[src/rtl/icache_refill_ctrl_if.sv]
// rtl/icache_refill_ctrl_if.sv - fetch, refill-port and AXI read-channel bundle for the i-cache refill controller
interface icache_refill_ctrl_if #(
    parameter int LINE_W     = 64,
    parameter int AXI_DATA_W = 32,
    parameter int INDEX_W    = 6,
    parameter int TAG_W      = 55
);
    logic                  req_valid;
    logic [63:0]           req_addr;
    logic [1:0]            hit;
    logic                  lru;
    logic                  stall;
    logic                  refresh;
    logic                  refill_way;
    logic [INDEX_W-1:0]    refill_index;
    logic [TAG_W-1:0]      refill_tag;
    logic [LINE_W-1:0]     cacheline_new;
    logic                  fault;
    logic                  arvalid;
    logic                  arready;
    logic [63:0]           araddr;
    logic [7:0]            arlen;
    logic [2:0]            arsize;
    logic [1:0]            arburst;
    logic                  rvalid;
    logic                  rready;
    logic [AXI_DATA_W-1:0] rdata;
    logic [1:0]            rresp;
    logic                  rlast;

    modport master (
        input  req_valid, req_addr, hit, lru, arready, rvalid, rdata, rresp, rlast,
        output stall, refresh, refill_way, refill_index, refill_tag, cacheline_new, fault,
               arvalid, araddr, arlen, arsize, arburst, rready
    );

    modport slave (
        output req_valid, req_addr, hit, lru, arready, rvalid, rdata, rresp, rlast,
        input  stall, refresh, refill_way, refill_index, refill_tag, cacheline_new, fault,
               arvalid, araddr, arlen, arsize, arburst, rready
    );
endinterface

[src/rtl/icache_refill_ctrl.sv]
// rtl/icache_refill_ctrl.sv - i-cache miss handler: stalls fetch, refills a line over an AXI4 read burst
module icache_refill_ctrl #(
    parameter int LINE_W     = 64,
    parameter int AXI_DATA_W = 32,
    parameter int INDEX_W    = 6,
    parameter int OFFSET_W   = 3,
    parameter int TAG_W      = 64 - INDEX_W - OFFSET_W
) (
    input  logic                clk,
    input  logic                rst,
    icache_refill_ctrl_if.master bus
);
    localparam int BEATS = LINE_W / AXI_DATA_W;
    localparam int CNT_W = $clog2(BEATS) + 1;

    typedef enum logic [2:0] {IDLE, AR, R, WR, DONE} state_t;

    state_t             state;
    logic [TAG_W-1:0]   tag_r;
    logic [INDEX_W-1:0] index_r;
    logic               lru_r;
    logic [LINE_W-1:0]  line_buf;
    logic [CNT_W-1:0]   beat_cnt;
    logic               err;
    logic               arvalid_r;
    logic               rready_r;
    logic               refresh_r;
    logic               fault_r;
    logic               miss;
    logic               last_slot;
    logic               beat_err;
    logic               burst_err;
    logic               unused_offset;

    assign miss      = bus.req_valid & ~|bus.hit;
    assign bus.stall = (state != IDLE) | miss;

    // A beat is bad if its response is an error or rlast disagrees with the expected final slot.
    assign last_slot = (beat_cnt == CNT_W'(BEATS - 1));
    assign beat_err  = (bus.rresp != 2'b00) | (bus.rlast != last_slot);
    assign burst_err = err | beat_err;

    assign bus.arvalid       = arvalid_r;
    assign bus.araddr        = {tag_r, index_r, {OFFSET_W{1'b0}}};
    assign bus.arlen         = 8'(BEATS - 1);
    assign bus.arsize        = 3'($clog2(AXI_DATA_W / 8));
    assign bus.arburst       = 2'b01;
    assign bus.rready        = rready_r;
    assign bus.refresh       = refresh_r;
    assign bus.fault         = fault_r;
    assign bus.refill_way    = lru_r;
    assign bus.refill_index  = index_r;
    assign bus.refill_tag    = tag_r;
    assign bus.cacheline_new = line_buf;
    assign unused_offset     = ^bus.req_addr[OFFSET_W-1:0];

    always_ff @(posedge clk) begin
        if (rst) begin
            state     <= IDLE;
            tag_r     <= '0;
            index_r   <= '0;
            lru_r     <= 1'b0;
            line_buf  <= '0;
            beat_cnt  <= '0;
            err       <= 1'b0;
            arvalid_r <= 1'b0;
            rready_r  <= 1'b0;
            refresh_r <= 1'b0;
            fault_r   <= 1'b0;
        end else begin
            refresh_r <= 1'b0;
            fault_r   <= 1'b0;
            case (state)
                IDLE: begin
                    if (miss) begin
                        tag_r     <= bus.req_addr[63 -: TAG_W];
                        index_r   <= bus.req_addr[OFFSET_W +: INDEX_W];
                        lru_r     <= bus.lru;
                        beat_cnt  <= '0;
                        err       <= 1'b0;
                        arvalid_r <= 1'b1;
                        state     <= AR;
                    end
                end
                AR: begin
                    if (bus.arready) begin
                        arvalid_r <= 1'b0;
                        rready_r  <= 1'b1;
                        state     <= R;
                    end
                end
                R: begin
                    if (bus.rvalid) begin
                        // Beats past the line width are drained but never stored.
                        for (int k = 0; k < BEATS; k++) begin
                            if (beat_cnt == CNT_W'(k)) begin
                                line_buf[k*AXI_DATA_W +: AXI_DATA_W] <= bus.rdata;
                            end
                        end
                        if (beat_cnt != CNT_W'(BEATS)) begin
                            beat_cnt <= beat_cnt + CNT_W'(1);
                        end
                        err <= burst_err;
                        if (bus.rlast) begin
                            rready_r  <= 1'b0;
                            refresh_r <= ~burst_err;
                            fault_r   <= burst_err;
                            state     <= WR;
                        end
                    end
                end
                WR:      state <= DONE;
                DONE:    state <= IDLE;
                default: state <= IDLE;
            endcase
        end
    end
endmodule

[src/flat_wrapper.sv]
// flat-port wrapper written by rule: the top's interface ports become plain ports
module icache_refill_ctrl_flat 
#(
    parameter int LINE_W     = 64,
    parameter int AXI_DATA_W = 32,
    parameter int INDEX_W    = 6,
    parameter int OFFSET_W   = 3,
    parameter int TAG_W      = 64 - INDEX_W - OFFSET_W
)
  (clk, rst, bus_req_valid, bus_req_addr, bus_hit, bus_lru, bus_arready, bus_rvalid, bus_rdata, bus_rresp, bus_rlast, bus_stall, bus_refresh, bus_refill_way, bus_refill_index, bus_refill_tag, bus_cacheline_new, bus_fault, bus_arvalid, bus_araddr, bus_arlen, bus_arsize, bus_arburst, bus_rready);
  icache_refill_ctrl_if #(.LINE_W(LINE_W), .AXI_DATA_W(AXI_DATA_W), .INDEX_W(INDEX_W), .TAG_W(TAG_W)) bus_i ();
  input  logic clk;
  input  logic rst;
  input wire logic [$bits(bus_i.req_valid)-1:0] bus_req_valid;
  input wire logic [$bits(bus_i.req_addr)-1:0] bus_req_addr;
  input wire logic [$bits(bus_i.hit)-1:0] bus_hit;
  input wire logic [$bits(bus_i.lru)-1:0] bus_lru;
  input wire logic [$bits(bus_i.arready)-1:0] bus_arready;
  input wire logic [$bits(bus_i.rvalid)-1:0] bus_rvalid;
  input wire logic [$bits(bus_i.rdata)-1:0] bus_rdata;
  input wire logic [$bits(bus_i.rresp)-1:0] bus_rresp;
  input wire logic [$bits(bus_i.rlast)-1:0] bus_rlast;
  output wire logic [$bits(bus_i.stall)-1:0] bus_stall;
  output wire logic [$bits(bus_i.refresh)-1:0] bus_refresh;
  output wire logic [$bits(bus_i.refill_way)-1:0] bus_refill_way;
  output wire logic [$bits(bus_i.refill_index)-1:0] bus_refill_index;
  output wire logic [$bits(bus_i.refill_tag)-1:0] bus_refill_tag;
  output wire logic [$bits(bus_i.cacheline_new)-1:0] bus_cacheline_new;
  output wire logic [$bits(bus_i.fault)-1:0] bus_fault;
  output wire logic [$bits(bus_i.arvalid)-1:0] bus_arvalid;
  output wire logic [$bits(bus_i.araddr)-1:0] bus_araddr;
  output wire logic [$bits(bus_i.arlen)-1:0] bus_arlen;
  output wire logic [$bits(bus_i.arsize)-1:0] bus_arsize;
  output wire logic [$bits(bus_i.arburst)-1:0] bus_arburst;
  output wire logic [$bits(bus_i.rready)-1:0] bus_rready;
  assign bus_i.req_valid = bus_req_valid;
  assign bus_i.req_addr = bus_req_addr;
  assign bus_i.hit = bus_hit;
  assign bus_i.lru = bus_lru;
  assign bus_i.arready = bus_arready;
  assign bus_i.rvalid = bus_rvalid;
  assign bus_i.rdata = bus_rdata;
  assign bus_i.rresp = bus_rresp;
  assign bus_i.rlast = bus_rlast;
  assign bus_stall = bus_i.stall;
  assign bus_refresh = bus_i.refresh;
  assign bus_refill_way = bus_i.refill_way;
  assign bus_refill_index = bus_i.refill_index;
  assign bus_refill_tag = bus_i.refill_tag;
  assign bus_cacheline_new = bus_i.cacheline_new;
  assign bus_fault = bus_i.fault;
  assign bus_arvalid = bus_i.arvalid;
  assign bus_araddr = bus_i.araddr;
  assign bus_arlen = bus_i.arlen;
  assign bus_arsize = bus_i.arsize;
  assign bus_arburst = bus_i.arburst;
  assign bus_rready = bus_i.rready;
  icache_refill_ctrl #(.LINE_W(LINE_W), .AXI_DATA_W(AXI_DATA_W), .INDEX_W(INDEX_W), .OFFSET_W(OFFSET_W), .TAG_W(TAG_W)) u_core (.clk(clk), .rst(rst), .bus(bus_i));
endmodule
[config.mk]
export PLATFORM = sky130hd
export DESIGN_NAME = icache_refill_ctrl_flat
export DESIGN_NICKNAME = d
export VERILOG_FILES = /design/src/rtl/icache_refill_ctrl_if.sv /design/src/rtl/icache_refill_ctrl.sv /design/src/flat_wrapper.sv
export SDC_FILE = /design/constraint.sdc
export NUM_CORES = 1
export LEC_CHECK = 0
export ABC_AREA = 0
export CAP_MARGIN = 20
export CELL_PAD_IN_SITES_DETAIL_PLACEMENT = 1
export CELL_PAD_IN_SITES_GLOBAL_PLACEMENT = 2
export CORE_AREA = 3 3 199 143
export CTS_CLUSTER_SIZE = 40
export DETAILED_ROUTE_END_ITERATION = 16
export DIE_AREA = 0 0 202 146
export GPL_TIMING_DRIVEN = 0
export PLACE_DENSITY = 0.83
export SYNTH_ARGS = -nofsm -noshare
export SYNTH_HDL_FRONTEND = slang
export SYNTH_SLANG_ARGS = --single-unit
[constraint.sdc]
create_clock -name clk -period 3.9 [get_ports clk]
set_input_delay 0.78 -clock clk [delete_from_list [all_inputs] [get_ports clk]]
set_output_delay 0.78 -clock clk [all_outputs]
set_load 0.02 [all_outputs]
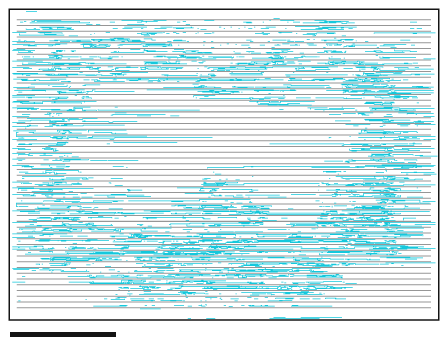
met1.png
The bar under the picture is 50 um long. Supply wires on this layer in gray.
share of all routed wire: 48%
nets with wire on the layer: 1017
longest straight run: 65.8 um
routing usage on met1: 24.08%
via count of the routed design: 6396
total routed wirelength: 26120 um

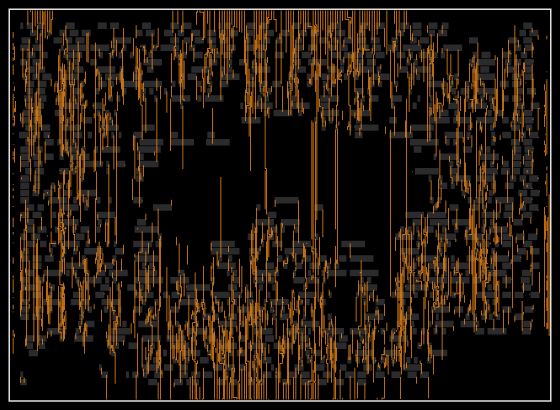
met2.png
share of all routed wire: 43%
main direction: vertical
nets with wire on the layer: 1009
wire length on this layer: 11300 um

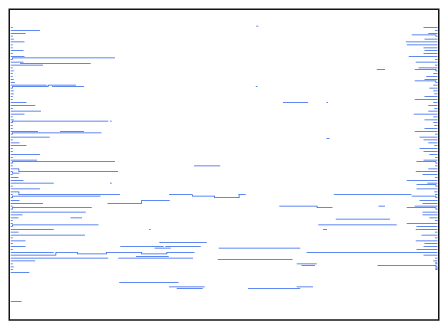
met3.png
main direction: horizontal
longest straight run: 61.5 um
nets with wire on the layer: 195
share of all routed wire: 8.4%
wire length on this layer: 2190 um

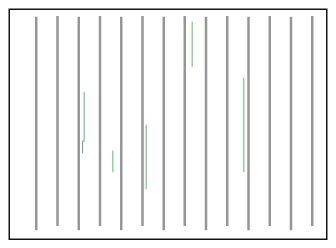
met4.png
Supply wires on this layer in gray.
main direction: vertical
share of all routed wire: 0.70%
longest straight run: 59.8 um
nets with wire on the layer: 3

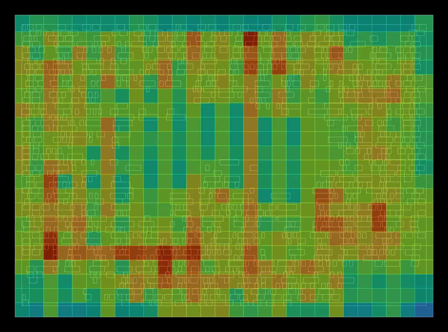
final_congestion.png
GR Util met2: 26.10%
post-layout util: 37.42%
most crowded layer after global routing: met2

==> notes.md <==
Status
* run status: finished clean

CTS
* number of hold buffers added after CTS: 0
* postcts setup bufs: 0
* H-tree levels: 4

Logic synthesis
* synthesized chip area reported by yosys: 5849 sq um
* Ys Warns: 0
* per-instance average area after synthesis: 8.227 sq um

Final timing
* worst hold margin: 475.0 ps
* final max-slew violation count: 0
* min Tclk post-route: 3574 ps
* actual transition at the worst max-transition pin: 751.2 ps

Critical path
* worst reg2reg setup slack: 1970 ps
* start point of the critical path: bus_req_valid
* crit-path cells: clkdlybuf4s50_1, or3b_4, buf_6, clkbuf_1, nand2_1, clkdlybuf4s50_1
* total stage count of the critical path: 6
* CP required: 3120 ps
* CP arrival: 2790 ps

Place
* worst slack at placement: 305.1 ps

Floorplanning
* Die W: 202 um
* overall die area: 29490 sq um

Final layout
* synth-to-layout area growth: 70.07%
* area taken by flip-flops and latches: 2723 sq um
* most frequent logic cells in the routed design: sky130_fd_sc_hd__clkdlybuf4s50_1, sky130_fd_sc_hd__dfxtp_1, sky130_fd_sc_hd__a21oi_1

Global routing
* total global routing overflow: 0

==> flip-flops by register name (all words and copies together) (netlist names) <==
register,cells
u_core.beat_cnt,2
u_core.err,1
u_core.bus.arvalid,1
u_core.bus.refresh,1
u_core.bus.refill_tag,55
u_core.bus.rready,1
u_core.bus.refill_way,1
u_core.bus.cacheline_new,64
u_core.state,3
u_core.bus.fault,1
u_core.bus.refill_index,6
==> metrics by stage <==
step	util [%]	area, sq um	total power, W	std cells
after global placement	35.02	9310	0.002267	1384
after global routing	37.42	9948	0.004181	1417
after CTS	37.41	9946	0.004055	1416
after floorplan	-	5902	0.001879	725
after detailed placement	35.02	9310	0.002271	1384
final	37.42	9948	0.003994	1417
==> synth_stat cells (all sizes together) (2+ instances only) <==
library cell and count:
a21oi 128, buf 101, clkbuf 49, conb 2
dfxtp 136, ha 3, inv 5, mux2i 2
nand2 6, nand3 126, nor3 4, nor3b 2
o21ai 127, or4 2
==> final timing paths <==
path | endpoint
hold / removal | u_core.bus.cacheline_new[50]
hold reg to reg | u_core.bus.cacheline_new[50]
setup reg to reg | u_core.bus.cacheline_new[29]
setup / recovery | bus_stall
==> cells by family (layout without fill, tap and decap cells) <==
| logic type | after synthesis | count (layout) | synth area share, % |
|---|---|---|---|
| other cells | 2 | 17 | 0.1284 |
| simple gates | 150 | 150 | 13.67 |
| fa+ha+maj | 3 | 3 | 0.6418 |
| xor+xnor | 1 | 1 | 0.1498 |
| buf+inv | 155 | 482 | 15.68 |
| mux | 2 | 2 | 0.3423 |
| flops | 136 | 136 | 46.55 |
| compound gates | 262 | 262 | 22.85 |
==> area by class of cell <==
| type | instances | area share [%] |
|---|---|---|
| antenna | 1 | 0.02515 |
| tap | 364 | 4.578 |
| clock buffer | 20 | 4.490 |
| timing repair buffer | 295 | 29.68 |
| multi-input combinational | 434 | 22.74 |
| inverter | 5 | 0.1887 |
| clock inverter | 12 | 1.899 |
| buffer | 150 | 9.030 |
| sequential | 136 | 27.37 |
==> power by group <==
group | internal [W] | total, W | leakage [nW] | switching (W)
Sequential | 0.00143 | 0.00147 | 1.10 | 0.0000326
Combinational | 0.000330 | 0.000768 | 2.08 | 0.000438
Clock | 0.00110 | 0.00176 | 0.306 | 0.000661
Total | 0.00286 | 0.00399 | 3.48 | 0.00113
==> tightest hold or removal path: stages (launching register included) <==
cell	delay, ps
sky130_fd_sc_hd__dfxtp_1	300
sky130_fd_sc_hd__o21ai_0	60
sky130_fd_sc_hd__a21oi_1	60
==> per-layer routing <==
metal	GRT usage, %	wire length, um
met1	24.08	12430
met2	26.10	11310
met3	5.656	2193
met4	3.276	182
met5	0	0
Power figures rest on the tool's default switching activity, not on a simulated workload.
